**config.mk**
```make
export PLATFORM = sky130hd
export DESIGN_NAME = usb_readout_streamer
export DESIGN_NICKNAME = d
export VERILOG_FILES = /design/src/rtl/usb_readout_streamer.sv
export SDC_FILE = /design/constraint.sdc
export NUM_CORES = 1
export LEC_CHECK = 0
export CAP_MARGIN = 20
export CORE_ASPECT_RATIO = 1.25
export CORE_MARGIN = 4
export CORE_UTILIZATION = 36
export DETAILED_ROUTE_END_ITERATION = 10
export GPL_TIMING_DRIVEN = 0
export HOLD_SLACK_MARGIN = 0.06
export PLACE_DENSITY = 0.79
export RECOVER_POWER = 50
export SYNTH_ARGS = -nofsm -noshare
export SYNTH_HDL_FRONTEND = slang
export SYNTH_SLANG_ARGS = --single-unit
export TNS_END_PERCENT = 30
```
**constraint.sdc**
```tcl
create_clock -name Clk -period 2.1 [get_ports Clk]
set_clock_uncertainty 0.15 [all_clocks]
set_input_delay 0.21 -clock Clk [delete_from_list [all_inputs] [get_ports Clk]]
set_output_delay 0.21 -clock Clk [all_outputs]
set_load 0.02 [all_outputs]
```
**src/rtl/usb_readout_streamer.sv**
```systemverilog
// usb_readout_streamer: moves readout FIFO words into the USB endpoint FIFO per start/stop session.
// Optional USB_STREAMER_WORD_COUNT_EN enables the saturating SessionWordCount counter.
module usb_readout_streamer #(
  parameter int DATA_WIDTH     = 16,
  parameter int WORD_CNT_WIDTH = 32
) (
  input  logic                      Clk,
  input  logic                      SlaveDaq_ResetUsbStart_n,
  input  logic                      UsbStartStop,
  input  logic                      OnceEnd,
  input  logic [DATA_WIDTH-1:0]     DataFifoDout,
  input  logic                      DataFifoEmpty,
  output logic                      DataFifoRdEn,
  input  logic                      UsbFifoFull,
  output logic                      UsbFifoWrEn,
  output logic [DATA_WIDTH-1:0]     UsbFifoDin,
  output logic                      DataTransmitDone,
  output logic                      UsbFifoEmpty,
  output logic [WORD_CNT_WIDTH-1:0] SessionWordCount
);
  typedef enum logic [1:0] {IDLE, ARMED, DRAIN, DONE} state_t;
  state_t r_state;
  logic [DATA_WIDTH-1:0] r_hold;
  logic r_hold_valid, r_rd_pending, r_once_pending, r_usb_empty;
  logic w_active, w_wr, w_rd, w_drained, w_once;
  assign w_active = (r_state == ARMED) || (r_state == DRAIN);
  assign w_wr = r_hold_valid && !UsbFifoFull;
  assign w_rd = w_active && !DataFifoEmpty && !r_rd_pending && (!r_hold_valid || w_wr);
  // Look one edge ahead so DONE lands right after the final write.
  assign w_drained = DataFifoEmpty && !r_rd_pending && (!r_hold_valid || w_wr);
  assign w_once = r_once_pending || OnceEnd;
  assign DataFifoRdEn = w_rd;
  assign UsbFifoWrEn = w_wr;
  assign UsbFifoDin = r_hold;
  assign DataTransmitDone = (r_state == DONE);
  assign UsbFifoEmpty = r_usb_empty;
  always_ff @(posedge Clk or negedge SlaveDaq_ResetUsbStart_n) begin
    if (!SlaveDaq_ResetUsbStart_n) begin
      r_state <= IDLE;
      r_hold <= '0;
      r_hold_valid <= 1'b0;
      r_rd_pending <= 1'b0;
      r_once_pending <= 1'b0;
      r_usb_empty <= 1'b1;
    end else begin
      r_rd_pending <= w_rd;
      r_usb_empty <= DataFifoEmpty && !r_rd_pending && !r_hold_valid && !w_rd;
      if (r_rd_pending) begin
        r_hold <= DataFifoDout;
        r_hold_valid <= 1'b1;
      end else if (w_wr) begin
        r_hold_valid <= 1'b0;
      end
      case (r_state)
        IDLE: r_state <= UsbStartStop ? ARMED : IDLE;
        ARMED: r_state <= (OnceEnd || !UsbStartStop) ? DRAIN : ARMED;
        DRAIN: begin
          if (OnceEnd) r_once_pending <= 1'b1;
          r_state <= w_drained ? DONE : DRAIN;
        end
        default: begin
          // An OnceEnd landing on top of an already pending one stays queued.
          r_once_pending <= r_once_pending && OnceEnd;
          r_state <= w_once ? DRAIN : (UsbStartStop ? ARMED : IDLE);
        end
      endcase
    end
  end
`ifdef USB_STREAMER_WORD_COUNT_EN
  logic [WORD_CNT_WIDTH-1:0] r_word_cnt;
  always_ff @(posedge Clk or negedge SlaveDaq_ResetUsbStart_n) begin
    if (!SlaveDaq_ResetUsbStart_n) r_word_cnt <= '0;
    else if (r_state == IDLE && UsbStartStop) r_word_cnt <= '0;
    else if (w_wr && !(&r_word_cnt)) r_word_cnt <= r_word_cnt + WORD_CNT_WIDTH'(1);
  end
  assign SessionWordCount = r_word_cnt;
`else
  assign SessionWordCount = '0;
`endif
endmodule

```
Fig. 1: run 1, routed metal, one color a layer
The bar under the picture is 20 microns long.
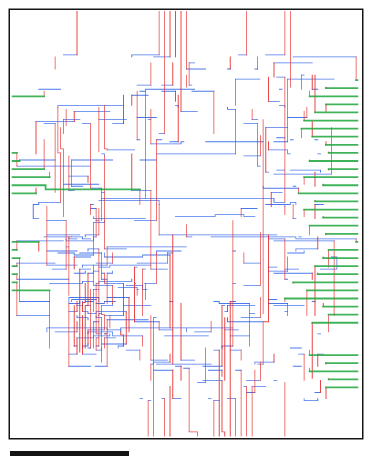
[met2] red | wire length: 1,170 microns
[met1] blue | wire length: 892 microns
[met3] green | wire length: 300 microns
vias post-DR: 882
final wirelength: 2360 microns
total track usage: 11.0%
DR WL/cell: 11.0 microns

Fig. 2: run 1, gate-type map
The bar under the picture is 20 microns long.
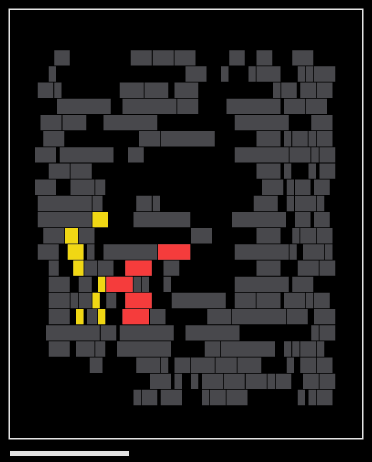
[adder and majority cells] red | cells: 5 | most used: ha_1
[NOR gates] yellow | cells: 8 | most used: nor2_1

==> notes.md, run 1 <==
fresh numbers from the pnr run: Worst setup SP type=flop, Max VDD drop=771 uV, setup ws final=108 ps, number of enable flip-flop cells=0, CP Data Arrival Time=1630 ps, Top FF cell, synth=dfrtp_1, Pint=1.39 mW, combinational fraction of design power=58.0%, Critical Path, Cell by Cell=ha_2, clkdlybuf4s50_1, mux frac, synth=15.3%, RR Startpoint=r_state[1], slew of the pin with the lowest slew margin=556 ps, Die Span Y=72.0 microns, Synthesis Warnings=0, status=complete, no violations, synthesis area per yosys=0.00118 sq mm, PortBufs=41, synthesis-to-finish area growth=51.5%, crit end category=output pin, crit path DRT=1740 ps, hold_sp=r_hold_valid, largest net degree at the start of global routing=23
Fig. 3: run 1, cell classes on the final placement
The bar under the picture is 20 microns long. Fill, decap, tap and diode cells in gray.
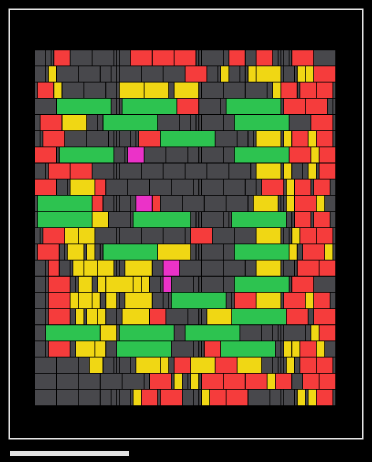
[other buffers and delay cells] red | cells: 77 | share of their area: 38%
[flops] green | cells: 22 | share of their area: 32%
[all other logic] yellow | cells: 76 | share of their area: 28%
[clock drivers and dummy loads] magenta | cells: 4 | share of their area: 1.5%
Final Util: 59.0%
flop share of the area: 30.9%

Fig. 4: run 1, register map, names as in the netlist
The bar under the picture is 20 microns long.
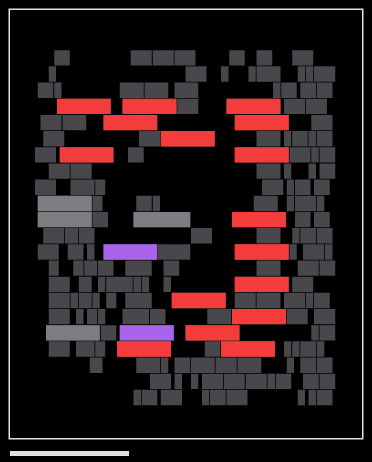
[`UsbFifoDin`] red | sequential cells: 16
[`r_state`] purple | sequential cells: 2
not colored: 4
Seq group: 0.751 mW
Register Area: 552 sq um

run 1: worst register-to-register path, cell delays in order (launching register included):
cell and delay, ps:
dfrtp_1 430, inv_1 80, ha_1 220, or4_1 510
a21oi_1 170, nor2_1 60
run 1: sequential cells by signal (all words and copies together), names as in the netlist:
register,cells
r_once_pending,1
r_rd_pending,1
UsbFifoEmpty,1
UsbFifoDin,16
r_hold_valid,1
r_state,2
run 1: final cells by class:
| class | count | area (sq um) |
|---|---|---|
| inverters | 2 | 7.51 |
| clock buffers | 4 | 26.3 |
| well taps | 36 | 45.0 |
| flip-flops and latches | 22 | 552 |
| fillers | 265 | 1240 |
| repair buffers | 43 | 420 |
| multi-input cells | 74 | 485 |
| plain buffers | 34 | 249 |
run 1: metrics by stage:
stage | area (sq um) | hold slack [ps] | util [%]
final | 1790 | 282 | 59.0
after global routing | 1790 | 323 | 59.0
after CTS | 1780 | 280 | 58.6
after detailed placement | 1750 | 259 | 57.8
after global placement | 1750 | 258 | 57.8
after floorplan | 1290 | -236 | -
run 1: worst paths after layout:
kind / end / slack, ps / depth (start not counted)
hold reg to reg: UsbFifoEmpty / 280 / 1
max in group asynchronous: UsbFifoEmpty / 550 / 3
setup reg to reg: r_once_pending / 390 / 5
setup / recovery: DataTransmitDone / 110 / 2
min in group asynchronous: r_rd_pending / 550 / 2
hold / removal: UsbFifoEmpty / 280 / 1
run 1: synth_stat cells (2+ instances only):
cell / number
inv_1: 2
buf_4: 33
dfrtp_1: 21
nor3b_1: 2
mux2_2: 16
nor2_1: 4
a21oi_1: 3
nand2b_1: 2
ha_1: 5
nand2_1: 2
run 1: logic make-up (layout without fill, tap and decap cells):
family	count (synthesis)	after routing
buffers and inverters	36	83
multiplexers	16	16
other	1	32
AND/OR/NAND/NOR	15	15
AND-OR/OR-AND	6	6
flip-flops	22	22
adder cells (fa/ha/maj)	5	5
run 1: repair_timing:
item,in CTS,in global routing
hold buffers,0,1
hold endpoints to repair,0,2
gates resized,1,4
setup endpoints to repair,1,2
run 1: routing by layer:
| metal | share of wire, % | up-vias | track usage (%) | wire (microns) |
|---|---|---|---|---|
| met2 | 49 | 50 | 19.7 | 1170 |
| met5 | 0 | - | 0 | 0 |
| li1 | - | 429 | - | - |
| met4 | 0 | 0 | 2.27 | 0 |
| met3 | 13 | 0 | 2.49 | 299 |
| met1 | 38 | 403 | 13.3 | 892 |
run 1: power by group through the flow:
stage | combinational (mW) | clock [mW] | sequential [mW]
2_1_floorplan | 0.590 | 0 | 0.962
3_3_place_gp | 1.30 | 0 | 0.748
3_5_place_dp | 1.32 | 0 | 0.764
4_1_cts | 1.32 | 0.203 | 0.753
5_1_grt | 1.40 | 0.220 | 0.781
6_report | 1.30 | 0.191 | 0.751
run 1: layout by cell type (no fill, tap or decap), drive strengths merged:
master	instances
conb	32
dfstp	1
nor3	1
ha	5
or2	1
nor2	4
o32ai	1
inv	2
nor3b	2
a211oi	1
clkdlybuf4s50	39
a21o	1
buf	33
and2	1
a21oi	3
dlygate4sd3	2
mux2	16
or4	1
dfrtp	21
nor2b	1
clkbuf	7
nand2b	2
nand2	2
Fig. 5: run 1, placement view
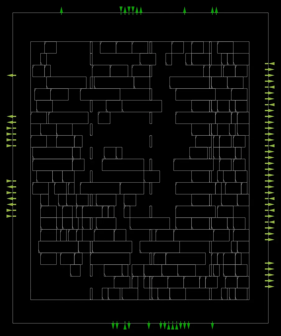

==> run 2: changes to the inputs <==
--- a/config.mk
+++ b/config.mk
@@ -8,11 +8,11 @@
 export CAP_MARGIN = 20
 export CORE_ASPECT_RATIO = 1.25
 export CORE_MARGIN = 4
-export CORE_UTILIZATION = 36
+export CORE_UTILIZATION = 33
 export DETAILED_ROUTE_END_ITERATION = 10
 export GPL_TIMING_DRIVEN = 0
 export HOLD_SLACK_MARGIN = 0.06
-export PLACE_DENSITY = 0.79
+export PLACE_DENSITY = 0.76
 export RECOVER_POWER = 50
 export SYNTH_ARGS = -nofsm -noshare
 export SYNTH_HDL_FRONTEND = slang
==> constraint.sdc (replaced) <==
create_clock -name Clk -period 1.7 [get_ports Clk]
set_clock_uncertainty 0.15 [all_clocks]
set_input_delay 0.17 -clock Clk [delete_from_list [all_inputs] [get_ports Clk]]
set_output_delay 0.17 -clock Clk [all_outputs]
set_load 0.02 [all_outputs]
Fig. 6: run 2, placement view
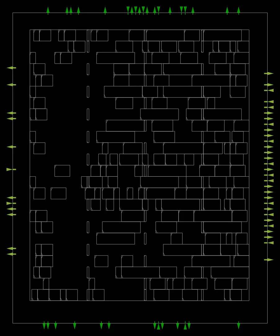
tap cells: 39
flop share of the area: 29.8%
registers: 22
core area: 0.00345 sq mm
Final Util: 53.6%

==> notes.md, run 2 <==
fresh numbers from the pnr run: status=complete, no violations, Max VDD drop=907 uV (+18%), synthesis-to-finish area growth=57.0%, slew of the pin with the lowest slew margin=525 ps (-30.8 ps), number of enable flip-flop cells=0 (unchanged), Layout fillers=320 (+21%), Die Span Y=74.8 microns (+4.0%), post-route cell area=0.00185 sq mm (+3.6%), top cells by count=buf_4, dfrtp_1, mux2_2, crit path DRT=1380 ps (-360 ps), PortBufs=41 (unchanged), Hold Crit Depth=1 (unchanged), hold_sp=r_hold_valid, total track usage=9.27% (-1.7 points), combinational fraction of design power=57.4% (-0.6 points), Worst setup SP type=flop, most frequent logic cell in the layout=clkdlybuf4s50_1, most common cell in the netlist=buf_4, final wirelength=2380 microns (+0.76%), vias post-DR=852 (-3.4%), Placement Cell Area=0.00175 sq mm (+0.21%), Synthesis Warnings=0 (unchanged), Top Layout Cells=clkdlybuf4s50_1, buf_4, conb_1, dfrtp_1, mux2_2, DR WL/cell=10.8 microns (-1.1%), Top FF cell, synth=dfrtp_1, Sw Pwr=1.08 mW, synthesis area per yosys=0.00118 sq mm (unchanged)
Fig. 7: run 2, register map, names as in the netlist
The bar under the picture is 20 microns long.
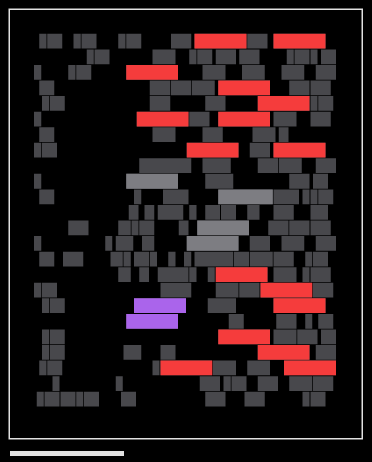
[`UsbFifoDin`] red | sequential cells: 16
[`r_state`] purple | sequential cells: 2
Seq group: 0.935 mW

run 2: layer usage:
metal	global-route usage (%)	up-vias	part of all wire [%]
li1	-	429	-
met1	11.3	373	34
met2	15.4	46	51
met3	2.06	4	13
met4	4.25	0	1.7
met5	0	-	0
run 2: kinds of logic (layout without fill, tap and decap cells):
| kind of cell | after synthesis | count (layout) | synth area share, % |
|---|---|---|---|
| AND-OR/OR-AND | 6 | 6 | 3.29 |
| AND/OR/NAND/NOR | 15 | 15 | 6.90 |
| adder cells (fa/ha/maj) | 5 | 5 | 5.31 |
| flip-flops | 22 | 22 | 46.8 |
| multiplexers | 16 | 16 | 15.3 |
| other | 1 | 32 | 0.318 |
| buffers and inverters | 36 | 84 | 22.1 |
run 2: final cells by class:
| class | count | area [sq um] | share of cell area, % |
|---|---|---|---|
| Inverter | 2 | 7.51 | 0.406 |
| Clock buffer | 4 | 45.0 | 2.43 |
| Multi-Input combinational cell | 74 | 512 | 27.7 |
| Buffer | 34 | 251 | 13.6 |
| Sequential cell | 22 | 552 | 29.8 |
| Tap cell | 39 | 48.8 | 2.64 |
| Timing Repair Buffer | 44 | 434 | 23.5 |
run 2: per-stage QoR:
stage | worst slack, ps | hold slack, ps
finish | 17.5 | 268
detailed placement | -344 | 252
global route | -46.5 | 287
floorplan | 104 | -276
CTS | 0.141 | 264
global placement | -307 | 250
run 2: worst paths after layout:
check                           slack (ps)        endpoint
max in group asynchronous              120    UsbFifoEmpty
worst max-delay path                    20    DataFifoRdEn
min in group asynchronous              560  UsbFifoDin[11]
worst max register to register          50  r_once_pending
worst min register to register         270    UsbFifoEmpty
worst min-delay path                   270    UsbFifoEmpty
run 2: what timing repair did:
item	CTS	global route
pin swaps	0	1
hold buffers	0	1
setup buffers	0	1
setup endpoints to repair	3	4
resized	10	8
endpoints found under the hold margin	0	2
run 2: worst max-delay path: stages (launching register included):
cell and delay (ps):
dfrtp_1 420, inv_2 80, ha_4 270, nor3b_4 200
buf_6 150
run 2: power by group through the flow:
| stage | clock, mW | sequential, mW | combinational (mW) |
|---|---|---|---|
| 6_report | 0.323 | 0.935 | 1.69 |
| 5_1_grt | 0.365 | 0.969 | 1.82 |
| 4_1_cts | 0.338 | 0.930 | 1.63 |
| 3_5_place_dp | 0 | 0.942 | 1.62 |
| 3_3_place_gp | 0 | 0.933 | 1.60 |
| 2_1_floorplan | 0 | 1.19 | 0.729 |
Fig. 8: run 2, gate-type map
The bar under the picture is 20 microns long.
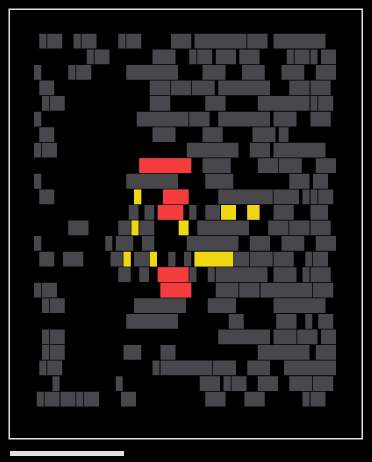

==> run 3: changes to the inputs <==
--- a/config.mk
+++ b/config.mk
@@ -8,11 +8,11 @@
 export CAP_MARGIN = 20
 export CORE_ASPECT_RATIO = 1.25
 export CORE_MARGIN = 4
-export CORE_UTILIZATION = 33
+export CORE_UTILIZATION = 39
 export DETAILED_ROUTE_END_ITERATION = 10
 export GPL_TIMING_DRIVEN = 0
 export HOLD_SLACK_MARGIN = 0.06
-export PLACE_DENSITY = 0.76
+export PLACE_DENSITY = 0.85
 export RECOVER_POWER = 50
 export SYNTH_ARGS = -nofsm -noshare
 export SYNTH_HDL_FRONTEND = slang
==> constraint.sdc (replaced) <==
create_clock -name Clk -period 1.95 [get_ports Clk]
set_clock_uncertainty 0.15 [all_clocks]
set_input_delay 0.195 -clock Clk [delete_from_list [all_inputs] [get_ports Clk]]
set_output_delay 0.195 -clock Clk [all_outputs]
set_load 0.02 [all_outputs]
Fig. 9: run 3, gate-type map
The bar under the picture is 20 microns long.
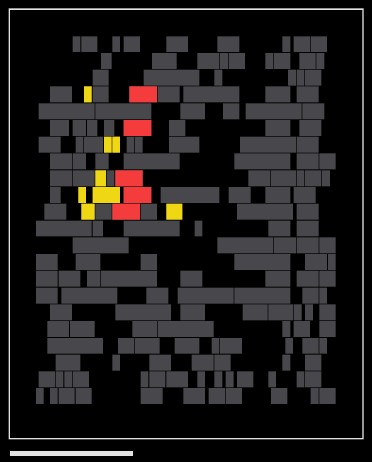
[adder and majority cells] red | cells: 5 | most used: ha_1
[NOR gates] yellow | cells: 8 | most used: nor2_1 | where: middle left
final cell count without fillers: 213
multi-input logic portion of the cell area: 27.4%
most frequent logic cell in the layout: clkdlybuf4s50_1

Fig. 10: run 3, cell classes on the final placement
The bar under the picture is 20 microns long. Fill, decap, tap and diode cells in gray.
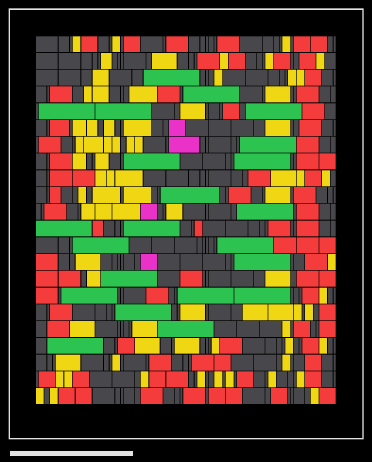
[all other logic] yellow | cells: 76 | share of their area: 29%
[other buffers and delay cells] red | cells: 75 | share of their area: 38%
[clock drivers and dummy loads] magenta | cells: 4 | share of their area: 2.1%
[flops] green | cells: 22 | share of their area: 32%

==> notes.md, run 3 <==
fresh numbers from the pnr run: status=complete, no violations, Crit path max-delay family=buffers and inverters, PortBufs=41 (unchanged), final wirelength=2430 microns (+2.5%), combinational fraction of design power=57.0% (-0.4 points), Hold Worst Slack=296 ps (+27.7 ps), DR WL/cell=11.4 microns (+5.4%), hpwl dp=1940 microns, Synthesis Warnings=0 (unchanged), number of enable flip-flop cells=0 (unchanged), synthesis-to-finish area growth=51.2%, Sw Pwr=0.921 mW (-15%), CP max-delay cell=clkdlybuf4s50_1, top cells by count=buf_4, dfrtp_1, mux2_2, core area=0.00292 sq mm (-16%), crit path buf inv count=1 (-1), vias post-DR=860 (+0.94%), total track usage=12.7% (+3.5 points), Die Span Y=69.5 microns (-7.2%), slew of the pin with the lowest slew margin=970 ps (+445 ps), most common cell in the netlist=buf_4, Setup WS pre-CTS=-153 ps (+191 ps), Final Util=61.1% (+7.5 points), Max VDD drop=895 uV (-1.4%), Critical Path, Cell by Cell=nor2b_1, clkdlybuf4s50_1, setup ws final=152 ps (+134 ps), synthesis area per yosys=0.00118 sq mm (unchanged), crit path DRT=1600 ps (+220 ps), hold-fix buffers at CTS=0 (unchanged), Top FF cell, synth=dfrtp_1, Worst setup SP type=flop, Top Layout Cells=clkdlybuf4s50_1, buf_4, conb_1, dfrtp_1, mux2_2
## run 3: cell counts after synthesis
No cell type changed its count.
## run 3: through the flow
step | cell area (sq um) | setup TNS [ps]
3_5_place_dp | 1750 | -153
2_1_floorplan | 1290 | 0
5_1_grt | 1780 | 0
6_report | 1780 | 0
4_1_cts | 1790 | 0
3_3_place_gp | 1750 | -103
## run 3: cell type report
class                      count  area, sq um
buffer                        34          249
tap                           36         45.0
multi-input combinational     74          488
timing repair buffer          41          404
clock buffer                   4         36.3
inverter                       2         7.51
fill                         272         1140
sequential                    22          552
## run 3: power by group through the flow
stage / combinational, mW / clock [mW] / sequential [mW]
6_report: 1.40 / 0.245 / 0.811
5_1_grt: 1.51 / 0.274 / 0.840
4_1_cts: 1.43 / 0.257 / 0.811
3_5_place_dp: 1.42 / 0 / 0.819
3_3_place_gp: 1.39 / 0 / 0.807
2_1_floorplan: 0.635 / 0 / 1.04
## run 3: cell families (layout without fill, tap and decap cells)
family / Yosys count / after routing / synth area share, %
buffers and inverters: 36 / 81 / 22.1
flip-flops: 22 / 22 / 46.8
multiplexers: 16 / 16 / 15.3
AND/OR/NAND/NOR: 15 / 15 / 6.90
AND-OR/OR-AND: 6 / 6 / 3.29
adder cells (fa/ha/maj): 5 / 5 / 5.31
other: 1 / 32 / 0.318
## run 3: path summary, 6_finish.rpt
kind                                           from              to  slack, ps  cells after the start
min in group asynchronous  SlaveDaq_ResetUsbStart_n    r_rd_pending        330                      1
hold / removal                         r_hold_valid    UsbFifoEmpty        300                      1
setup reg to reg                         r_state[1]  r_once_pending        230                      5
setup / recovery                       r_hold_valid     UsbFifoWrEn        150                      2
hold reg to reg                        r_hold_valid    UsbFifoEmpty        300                      1
max in group asynchronous  SlaveDaq_ResetUsbStart_n  UsbFifoDin[12]        730                      1
## run 3: timing repair
item,4_1_cts,5_1_grt
setup endpoints to repair,2,1
setup buffers,0,0
gates resized,6,1
## run 3: metal layers
layer | wire (microns) | track usage (%) | part of all wire, % | vias to the layer above
met5 | 0 | 0 | 0 | -
met4 | 50 | 5.15 | 2.1 | 0
met3 | 251 | 3.35 | 10 | 4
met2 | 1230 | 22.4 | 50 | 46
met1 | 903 | 14.3 | 37 | 389
li1 | - | - | - | 421
Power figures rest on the tool's default switching activity, not on a simulated workload.
